==> config.mk <==
export PLATFORM = sky130hd
export DESIGN_NAME = seg7_scan
export DESIGN_NICKNAME = d
export VERILOG_FILES = /design/src/rtl/seg7_scan.sv
export SDC_FILE = /design/constraint.sdc
export NUM_CORES = 1
export LEC_CHECK = 0
export CELL_PAD_IN_SITES_DETAIL_PLACEMENT = 1
export CELL_PAD_IN_SITES_GLOBAL_PLACEMENT = 1
export CORE_MARGIN = 2
export CORE_UTILIZATION = 30
export CTS_CLUSTER_DIAMETER = 100
export DETAILED_ROUTE_END_ITERATION = 16
export PLACE_DENSITY_LB_ADDON = 0.1
export REMOVE_ABC_BUFFERS = 1
export SETUP_SLACK_MARGIN = 0.2
export SLEW_MARGIN = 20
export SYNTH_ARGS = -nofsm -noshare
export SYNTH_HDL_FRONTEND = slang
export SYNTH_SLANG_ARGS = --single-unit
==> constraint.sdc <==
create_clock -name clk -period 2 [get_ports clk]
set_input_delay 0.2 -clock clk [delete_from_list [all_inputs] [get_ports clk]]
set_output_delay 0.2 -clock clk [all_outputs]
set_load 0.03 [all_outputs]
### Layout detail

Window x 49 to 79, y 6 to 36 µm. Cells in grey, sequential cells in the stronger grey; small squares are vias.
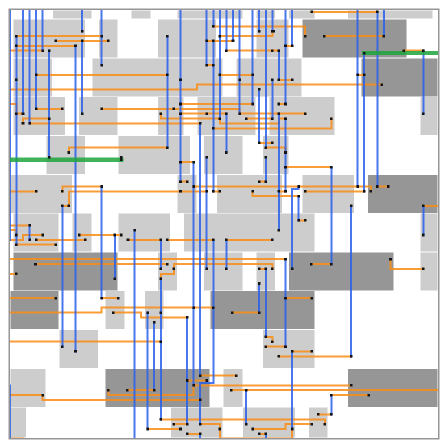
layer	colour
met1	orange
met2	blue
met3	green
sequential cells in the window	8
most frequent	dfxtp_1 (8), mux2i_1 (6), buf_4 (6)
cells with their middle in the window	44

### Cell sizes after repair

The bar under the picture is 20 µm long.
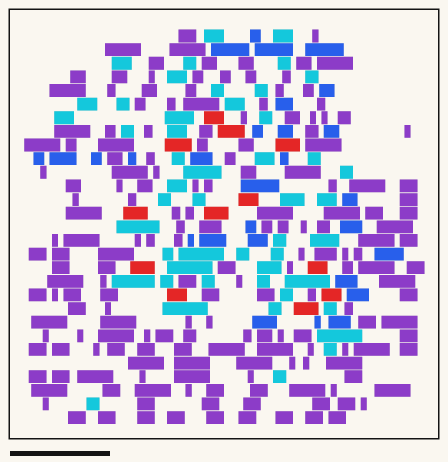
size	colour	cells	share
drive 1 or less	purple	181	67%
drive 2	blue	28	10%
drive 6 and up	red	12	4.4%
drive 3 to 4	cyan	49	18%
Buffers, non-clock: 61
PnR worst setup slack: 0.103 ns
area delta synth->final: 47.1%
Final Cell Area: 2930 µm²

### Routed clock nets over the placement

The bar under the picture is 20 µm long.
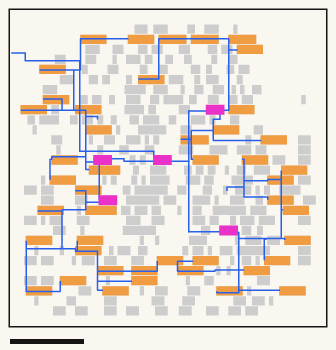
[clock wires] blue | length: 619 µm
[cells driving clock nets] magenta | count: 5
[flip-flops] orange | count: 45
routed clock nets	6
clock-net power: 0.555 mW
clock insertion delay at the later pin of the skew report: 0.30 ns
share of power burned in the clock network: 0.330
post-route clock skew: 0.0104 ns

==> notes.md <==
Numbers from the implementation run.

The flow ran to the end, and the final reports show no timing, DRC or antenna violations. The tree is rooted in a sky130_fd_sc_hd__clkbuf_8. The detailed route wirelength on metal3 is roughly 150 µm. After synthesis, the share of flip-flops with an asynchronous set or reset is 0.

Sorting the Yosys area breakdown by cell type puts at the top sky130_fd_sc_hd__dfxtp_1. The tightest hold path in the finished design has a slack of approximately 0.48 ns. By area, multi-input combinational cells come first.

The most frequent cell on the critical path is sky130_fd_sc_hd__buf_6. The detailed router placed ~1700 vias in this run. The count of buffers inserted at the top-level ports is 29. The run reported a max-capacitance violation count of 0.

The power report lists the combinational group at ~0.20 mW. The multiplexer area fraction after synthesis is 0.101. The count of yosys warnings during synthesis is 0. The buffer levels on the longest clock path is 2. The most common logic cells in the final layout are sky130_fd_sc_hd__dfxtp_1, sky130_fd_sc_hd__clkdlybuf4s50_1, sky130_fd_sc_hd__buf_4.

The part of the power in registers is 0.554. Per the detailed placement report, the placed cell area equals 2520 µm². The number of detailed-routing iterations run before antenna repair is 4. Per the synthesis report, the adder-cell share of the synthesized area is 0.0566. The fmax is ~0.53 GHz. After technology mapping, the gate count stands at 211. The cell sequence reported for the critical path is buf_6 -> ha_4 -> a222oi_1 -> mux2i_1 -> buf_4 -> buf_6 -> a211oi_2 -> o21ai_1. The number of warning messages in the logs is 33. TritonCTS built the clock tree. The total standard cell area after synthesis is 1990 µm². Measured along the y axis, the die boundary spans 85.4 µm. Once iteration 0 of detailed routing completed, the report listed 36 DRC markers. The detailed router reported a total wirelength of 4960 µm. The clock network area share is 0.0282.

The internal power summed over all cells is ~1.3 mW. The count of standard-cell rows is 29. The starting utilization of the core area is 0.312. The total congestion overflow after global routing is 0. The register bit total from synthesis is 45.

Setup repair after global routing could not meet its margin everywhere. Routed signal wires occupy layers up through met4. In the final design database the tool counted ~300 nets. For met3 alone, demand over resource in global routing was 0.0311. The fraction of cell area in sequential cells is reported as 0.312. Post-synthesis, Yosys gives the total cell area as 1990 µm². The largest net degree at the start of global routing is 20.

For this design, the slowest cell found on the critical path is sky130_fd_sc_hd__dfxtp_4. The cell depth of the worst flop-to-flop path is 8. Of the synthesized area, sequential elements account for 0.453. The total power of the final layout is 1.68 mW.

Per the layout report, the design carries 6 clock buffers. The dominant logic cell type in the layout is sky130_fd_sc_hd__dfxtp_1. By count the netlist is led by sky130_fd_sc_hd__dfxtp_1, sky130_fd_sc_hd__nor2_1, sky130_fd_sc_hd__mux2i_1, sky130_fd_sc_hd__inv_1. The via density per instance is 4.88. The horizontal die dimension reported for this design is 85.4 µm.

The worst setup path is of the flip-flop to flip-flop kind. The highest-power group is registers. The sum of negative setup slack is 0 ns.

The pre-CTS setup slack is -0.127 ns. In this run, synthesis inferred 0 flip-flops with an integrated enable. For this run, the script counts the antenna cells in the layout as 0.

The fill cell instance count of the final layout is a little over 700.
Power is estimated from default activity; no workload was simulated.
